==> config.mk <==
export PLATFORM = sky130hd
export DESIGN_NAME = div_share_ctrl
export DESIGN_NICKNAME = d
export VERILOG_FILES = /design/src/rtl/pea_pkg.sv /design/src/rtl/rr_pick.sv /design/src/rtl/div_share_ctrl.sv
export SDC_FILE = /design/constraint.sdc
export NUM_CORES = 1
export LEC_CHECK = 0
export CORE_AREA = 5 5 164 166
export DETAILED_ROUTE_END_ITERATION = 8
export DIE_AREA = 0 0 169 171
export GPL_TIMING_DRIVEN = 0
export PLACE_DENSITY_LB_ADDON = 0.15
export SLEW_MARGIN = 10
export SYNTH_ARGS = -nofsm -noshare
export SYNTH_HDL_FRONTEND = slang
export SYNTH_SLANG_ARGS = --single-unit
==> constraint.sdc <==
create_clock -name clk_i -period 5.6 [get_ports clk_i]
set_input_delay 0.56 -clock clk_i [delete_from_list [all_inputs] [get_ports clk_i]]
set_output_delay 0.56 -clock clk_i [all_outputs]
set_load 0.03 [all_outputs]
==> src/rtl/pea_pkg.sv <==
// pea_pkg: shared types and constants for the PE-array divider-sharing controller.
//   div_share_state_e : controller FSM states.
//   N_DIV_REQ         : default number of PEs sharing one divider.
//   DIV_ZERO_RES      : fill bit for a divide-by-zero quotient (replicated to all ones).
package pea_pkg;

    typedef enum logic [2:0] {
        StIdle,
        StIssue,
        StWait,
        StResp,
        StDrain
    } div_share_state_e;

    localparam int unsigned N_DIV_REQ = 4;

    // Quotient of x/0 is all ones: -1 for DIV, 2^N-1 for DIVU.
    localparam logic DIV_ZERO_RES = 1'b1;

endpackage

==> src/rtl/rr_pick.sv <==
// rr_pick: combinational round-robin find-first.
//   req_i  : request vector
//   ptr_i  : index where the search starts (wraps past N_REQ-1 to 0)
//   gnt_o  : one-hot grant of the first requester found
//   idx_o  : index of that requester
//   any_o  : at least one request present
module rr_pick
    import pea_pkg::*;
#(
    parameter int unsigned N_REQ = N_DIV_REQ,
    parameter int unsigned IDX_W = $clog2(N_REQ)
) (
    input  logic [N_REQ-1:0] req_i,
    input  logic [IDX_W-1:0] ptr_i,
    output logic [N_REQ-1:0] gnt_o,
    output logic [IDX_W-1:0] idx_o,
    output logic             any_o
);

    logic [IDX_W-1:0] k;

    always_comb begin
        gnt_o = '0;
        idx_o = '0;
        any_o = 1'b0;
        k     = '0;
        for (int unsigned i = 0; i < N_REQ; i++) begin
            k = IDX_W'((32'(ptr_i) + i) % N_REQ);
            if (!any_o && req_i[k]) begin
                any_o    = 1'b1;
                gnt_o[k] = 1'b1;
                idx_o    = k;
            end
        end
    end

endmodule

==> src/rtl/div_share_ctrl.sv <==
// div_share_ctrl: shares one external iterative divider among N_REQ PEs.
// Grants requesters round-robin, runs one division at a time through the divider's
// valid/ready handshake, returns the quotient to the granted PE only, and answers
// divide-by-zero locally without touching the divider.
//   clk_i, rst_n_i          : clock, asynchronous active-low reset
//   flush_i                 : synchronous abort of the current operation
//   req_*                   : per-PE request handshake and packed operands
//   resp_*                  : per-PE response handshake, shared quotient bus
//   div_*                   : handshake and operands to/from the external divider
//   busy_o, op_cnt_o        : not-idle status, saturating completed-op counter
module div_share_ctrl
    import pea_pkg::*;
#(
    parameter int unsigned N_REQ  = N_DIV_REQ,
    parameter int unsigned N_BITS = 32,
    parameter int unsigned CNT_W  = 16
) (
    input  logic                    clk_i,
    input  logic                    rst_n_i,
    input  logic                    flush_i,
    input  logic [N_REQ-1:0]        req_valid_i,
    output logic [N_REQ-1:0]        req_ready_o,
    input  logic [N_REQ-1:0]        req_signed_i,
    input  logic [N_REQ*N_BITS-1:0] req_a_i,
    input  logic [N_REQ*N_BITS-1:0] req_b_i,
    output logic [N_REQ-1:0]        resp_valid_o,
    input  logic [N_REQ-1:0]        resp_ready_i,
    output logic [N_BITS-1:0]       resp_data_o,
    output logic                    div_in_valid_o,
    input  logic                    div_in_ready_i,
    output logic [N_BITS-1:0]       div_a_o,
    output logic [N_BITS-1:0]       div_b_o,
    output logic                    div_signed_o,
    input  logic                    div_out_valid_i,
    output logic                    div_out_ready_o,
    input  logic [N_BITS-1:0]       div_res_i,
    output logic                    busy_o,
    output logic [CNT_W-1:0]        op_cnt_o
);

    localparam int unsigned IDX_W = $clog2(N_REQ);

    div_share_state_e  state_q, state_d;
    logic [IDX_W-1:0]  ptr_q, ptr_d;
    logic [IDX_W-1:0]  id_q, id_d;
    logic [N_BITS-1:0] a_q, a_d;
    logic [N_BITS-1:0] b_q, b_d;
    logic              signed_q, signed_d;
    logic [N_BITS-1:0] result_q, result_d;
    logic [CNT_W-1:0]  cnt_q, cnt_d;

    logic [N_REQ-1:0]  pick_gnt;
    logic [IDX_W-1:0]  pick_idx;
    logic              pick_any;
    logic [N_BITS-1:0] a_sel, b_sel;

    rr_pick #(
        .N_REQ (N_REQ),
        .IDX_W (IDX_W)
    ) u_rr_pick (
        .req_i (req_valid_i),
        .ptr_i (ptr_q),
        .gnt_o (pick_gnt),
        .idx_o (pick_idx),
        .any_o (pick_any)
    );

    assign a_sel = req_a_i[N_BITS*pick_idx +: N_BITS];
    assign b_sel = req_b_i[N_BITS*pick_idx +: N_BITS];

    always_comb begin
        state_d         = state_q;
        ptr_d           = ptr_q;
        id_d            = id_q;
        a_d             = a_q;
        b_d             = b_q;
        signed_d        = signed_q;
        result_d        = result_q;
        cnt_d           = cnt_q;
        req_ready_o     = '0;
        resp_valid_o    = '0;
        resp_data_o     = '0;
        div_in_valid_o  = 1'b0;
        div_out_ready_o = 1'b0;

        unique case (state_q)
            StIdle: begin
                if (!flush_i && pick_any) begin
                    req_ready_o = pick_gnt;
                    id_d        = pick_idx;
                    a_d         = a_sel;
                    b_d         = b_sel;
                    signed_d    = req_signed_i[pick_idx];
                    if (b_sel == '0) begin
                        result_d = {N_BITS{DIV_ZERO_RES}};
                        state_d  = StResp;
                    end else begin
                        state_d  = StIssue;
                    end
                end
            end
            StIssue: begin
                div_in_valid_o = 1'b1;
                if (flush_i) begin
                    state_d = StIdle;
                end else if (div_in_ready_i) begin
                    state_d = StWait;
                end
            end
            StWait: begin
                div_out_ready_o = 1'b1;
                if (flush_i) begin
                    // A result arriving with the flush is already absorbed by this
                    // handshake; draining for it would wait forever.
                    state_d = div_out_valid_i ? StIdle : StDrain;
                end else if (div_out_valid_i) begin
                    result_d = div_res_i;
                    state_d  = StResp;
                end
            end
            StResp: begin
                resp_valid_o[id_q] = 1'b1;
                resp_data_o        = result_q;
                if (flush_i) begin
                    state_d = StIdle;
                end else if (resp_ready_i[id_q]) begin
                    state_d = StIdle;
                    ptr_d   = (id_q == IDX_W'(N_REQ - 1)) ? '0 : id_q + 1'b1;
                    if (cnt_q != '1) begin
                        cnt_d = cnt_q + 1'b1;
                    end
                end
            end
            StDrain: begin
                div_out_ready_o = 1'b1;
                if (div_out_valid_i) begin
                    state_d = StIdle;
                end
            end
            default: state_d = StIdle;
        endcase
    end

    always_ff @(posedge clk_i or negedge rst_n_i) begin
        if (!rst_n_i) begin
            state_q  <= StIdle;
            ptr_q    <= '0;
            id_q     <= '0;
            a_q      <= '0;
            b_q      <= '0;
            signed_q <= 1'b0;
            result_q <= '0;
            cnt_q    <= '0;
        end else begin
            state_q  <= state_d;
            ptr_q    <= ptr_d;
            id_q     <= id_d;
            a_q      <= a_d;
            b_q      <= b_d;
            signed_q <= signed_d;
            result_q <= result_d;
            cnt_q    <= cnt_d;
        end
    end

    assign div_a_o      = a_q;
    assign div_b_o      = b_q;
    assign div_signed_o = signed_q;
    assign busy_o       = (state_q != StIdle);
    assign op_cnt_o     = cnt_q;

endmodule

### Clock wires, drivers and flops

Bar = 50 um.
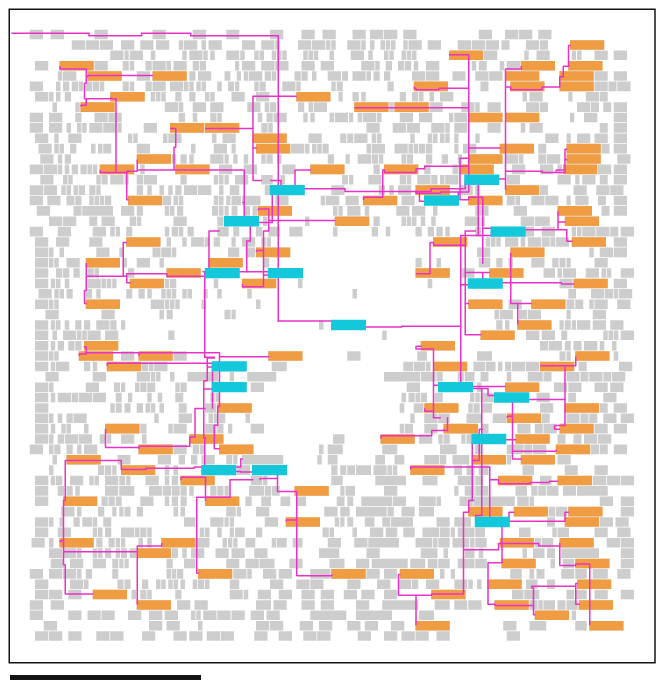
orange -> flip-flops  # count 120
cyan -> clock drivers  # count 17
magenta -> clock wires  # length 2,130 um
routed clock nets = 18

### Metal layers overlaid

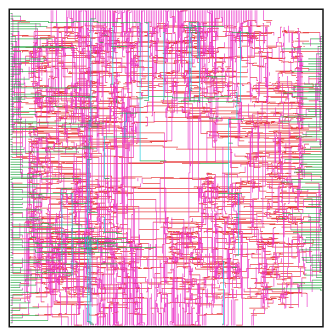
cyan -> metal 4  # wire length 894 um
magenta -> metal 2  # wire length 17,700 um
red -> metal 1  # wire length 14,600 um
green -> metal 3  # wire length 2,940 um

==> flow_summary.yaml <==
# physical design summary
run_status:
  outcome: "complete, no violations"
grt:
  antenna_found_initial: 4
  grt_max_degree: 75
  grt_overflow: 0
  grt_pass1_vias: 8889
  track_usage_pct: 23.9
  grt_pass1_wl_um: 52800
power:
  power.density_mw_per_mm2: 540
  max-vdd-ir-drop_v: 0.000336
  sequentialPowerShare_pct: 20.8
  fin_total_pwr_uw: 7130
  clkPwrFrac_pct: 15.7
  power.internal_uw: 3610
  p_leak_uw: 0.00546
  p_switching_uw: 3510
yosys:
  edf_count: 0
  area_leaders: "dfrtp_1 (38%), nand2_1 (10%), nor2_1 (8.0%)"
  yosysTopAreaCell: "dfrtp_1"
  syn_inst: 999
  ys_types: 56
  syn_nets: 1317
  yosys_warnings: 0
  synthArstFlopShare_pct: 100
  yosys.stat.seqShare_pct: 38.0
  ys.flops: 120
  synth.cell_area_mm2: 0.00790
  syn-mean-instance-area_um2: 7.91
  synth_chip_area_mm2: 0.00790
  common_cells: "nand2_1 (211), nor2_1 (169), dfrtp_1 (120)"
  synth_top_area_share_pct: 38.0
  synth-main-ff-cell: "dfrtp_1"
  ys_cells: 999
  yosysMostFrequentCell: "nand2_1"
timing:
  fin_crit_ns: 4.62
  max_freq_mhz: 216
  worstMarginPinSlew_ns: 1.18
  hold_viol: 0
  period_used_pct: 82.5
  setup_viol: 0
  rsz0062_at_grt: "false"
  timing.final.ws_setup_ns: 0.978
  relSlewSlack_pct: 20.8
critical_path:
  r2r_cells: 14
  timing.rr.end: "div_a_o[21]"
  crit_required_ns: 5.87
  rrSetupSlack_ns: 0.98
  reg2reg_from: "ptr_q[0]"
  end_kind: "register"
  path_common_cell: "clkbuf_1"
  startpoint_type: "register"
  critical_path.cell_chain: "buf_6 > buf_6 > inv_1 > ha_1 > mux4_2 > nor2b_2 > o21ai_2 > o21ai_4 > clkbuf_1 > clkbuf_1 > clkbuf_1 > nand3_1 > o21ai_0 > o21ai_0"
  critPathSlowestCell: "clkbuf_1"
  max_stage_delay_ns: 0.71
clock_tree:
  tritoncts: "built"
  cts_setup_buffers: 0
  cts_root_buf: "clkbuf_16"
  htreeDepth: 4
  holdBufCountCts: 0
  numCtsBuffers: 17
  clk_pin_slew_ns: 0.07
  cts_buffer_depth: 2
routing:
  wl_per_cell_um: 20.1
  dr.pass1.iters: 5
  via_per_inst: 4.95
  drc_errors: 0
  drt_iter0_markers: 530
  vias: 8893
  routed_wl_um: 36100
place:
  portBuffers: 425
  gp_congestion: 0.911
  placed_cell_area_mm2: 0.0126
  dp_hpwl_um: 28500
  place_ws_ns: 0.980
cells_and_area:
  final_nets: 1762
  fin_area_mm2: 0.0132
  drive_gt1_share_pct: 6.04
  syn_to_final_growth_pct: 67.0
floorplanning:
  fp_util_pct: 31.0
  fp.dieW_um: 169
  num_io_pins: 429
  num_rows: 59
  core_mm2: 0.0255
### Placed cells, one colour a class

Fill, decap, tap and diode cells in grey.
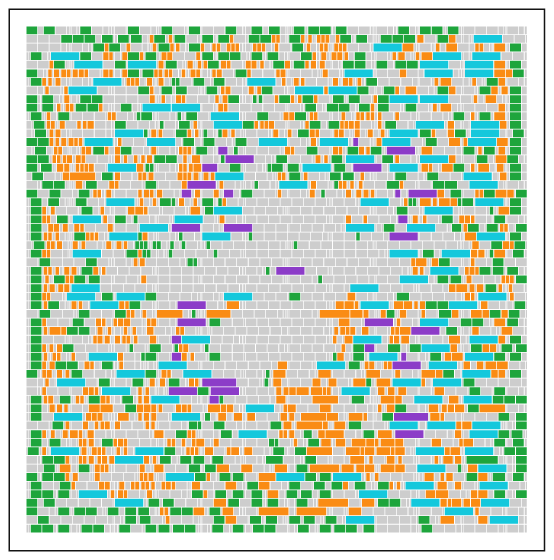
purple -> clock drivers and dummy loads  # cells 31
green -> remaining buffers and delay cells  # cells 501
cyan -> sequential cells  # cells 120
orange -> combinational and other logic  # cells 804

### Ports around the boundary

Pins as bars across the die edge, other pins in grey.
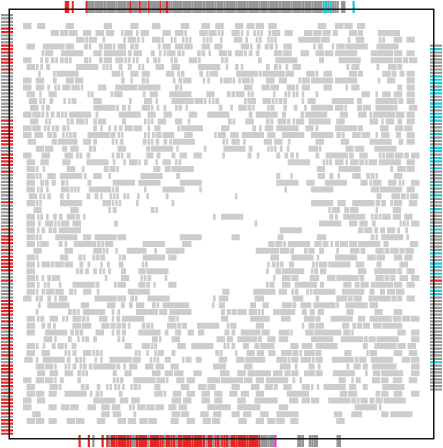
red -> req_b_i  # pins 128, direction input, edge 60 bottom, 58 left, 9 top, 1 right
magenta -> flush_i  # pins 1, direction input, edge bottom
cyan -> resp_data_o  # pins 32, direction output, edge 28 right, 4 top
all pins by edge = 124 left, 116 top, 102 right, 87 bottom

==> metrics by stage <==
stage                     hold slack, ns  instances  util, %  setup TNS [ns]
after floorplan                    0.264        999        -               0
after global placement             0.460       1759     49.4         -159.08
after detailed placement           0.465       1760     49.5               0
after CTS                          0.214       1791     51.8               0
after global routing               0.235       1795     51.8               0
final                              0.171       1795     51.8               0
==> critical path, delay by kind of cell, from the launching register on <==
family                     cells  cell delay (ns)
and+or+nand+nor                2             0.41
adders and majority gates      1             0.41
buffers and inverters          6             2.22
AOI/OAI and AO/OA              4             0.54
muxes                          1             0.42
DFF                            1             0.46
==> cell type report <==
| class | count | area [um2] |
|---|---|---|
| inverters | 5 | 18.8 |
| diodes | 4 | 10.0 |
| clock buffers | 18 | 439 |
| plain buffers | 75 | 370 |
| flip-flops and latches | 120 | 3000 |
| clock inverters | 13 | 145 |
| fillers | 2541 | 12300 |
| multi-input cells | 799 | 4510 |
| repair buffers | 426 | 4280 |
| well taps | 335 | 419 |
==> power groups by stage <==
stage,Sequential (uW),Combinational (uW),Clock [uW]
final,1480,4530,1120
after floorplan,1930,2250,0
after global placement,1470,4540,0
after global routing,1530,4960,1170
after detailed placement,1490,4570,0
after CTS,1480,4580,1140
==> registers in the layout (all words and copies together) (netlist names) <==
name / cells
div_a_o: 32
div_b_o: 32
div_signed_o: 1
id_q: 2
op_cnt_o: 16
ptr_q: 2
result_q: 32
state_q: 3
==> placed cells by master, fill, tap and decap left out, types with 5 or more instances in the layout <==
cell type,netlist,layout
nor2_1,169,169
nand2_2,10,10
mux2i_1,49,49
clkinv_4,0,5
nor3_1,14,14
clkbuf_16,0,17
clkdlybuf4s50_1,0,424
mux4_2,7,7
a211oi_1,6,6
inv_1,5,5
mux2_2,13,13
nor4_1,11,11
xnor2_1,14,14
dfrtp_1,120,120
a21oi_1,10,10
clkbuf_1,54,54
nand3_1,54,54
and2_1,38,38
o21ai_0,114,114
ha_1,13,13
buf_6,7,8
nand2_1,211,211
==> cell families after synthesis <==
kind of cell    share of synthesized area, %
buf+inv                                 4.93
simple gates                            30.1
xor+xnor                                1.77
compound gates                          11.6
mux                                     11.6
fa+ha+maj                               2.06
flops                                   38.0
==> metal layers <==
layer / vias up / global-route usage, % / wire, um
li1: 4293 / - / -
met1: 4171 / 28.6 / 14600
met2: 369 / 41.4 / 17700
met3: 60 / 7.00 / 2940
met4: 0 / 7.84 / 894
met5: - / 0 / 0
==> how the worst max path moves through the flow <==
stage              from     endpoint  cells after the start
5_1_grt        ptr_q[0]  div_a_o[20]                     14
3_3_place_gp    rst_n_i   div_a_o[5]                      1
6_report       ptr_q[0]  div_a_o[21]                     14
3_5_place_dp   ptr_q[0]  div_a_o[21]                     14
2_1_floorplan  ptr_q[0]  result_q[1]                     13
4_1_cts        ptr_q[0]  div_a_o[21]                     14
Power figures rest on the tool's default switching activity, not on a simulated workload.
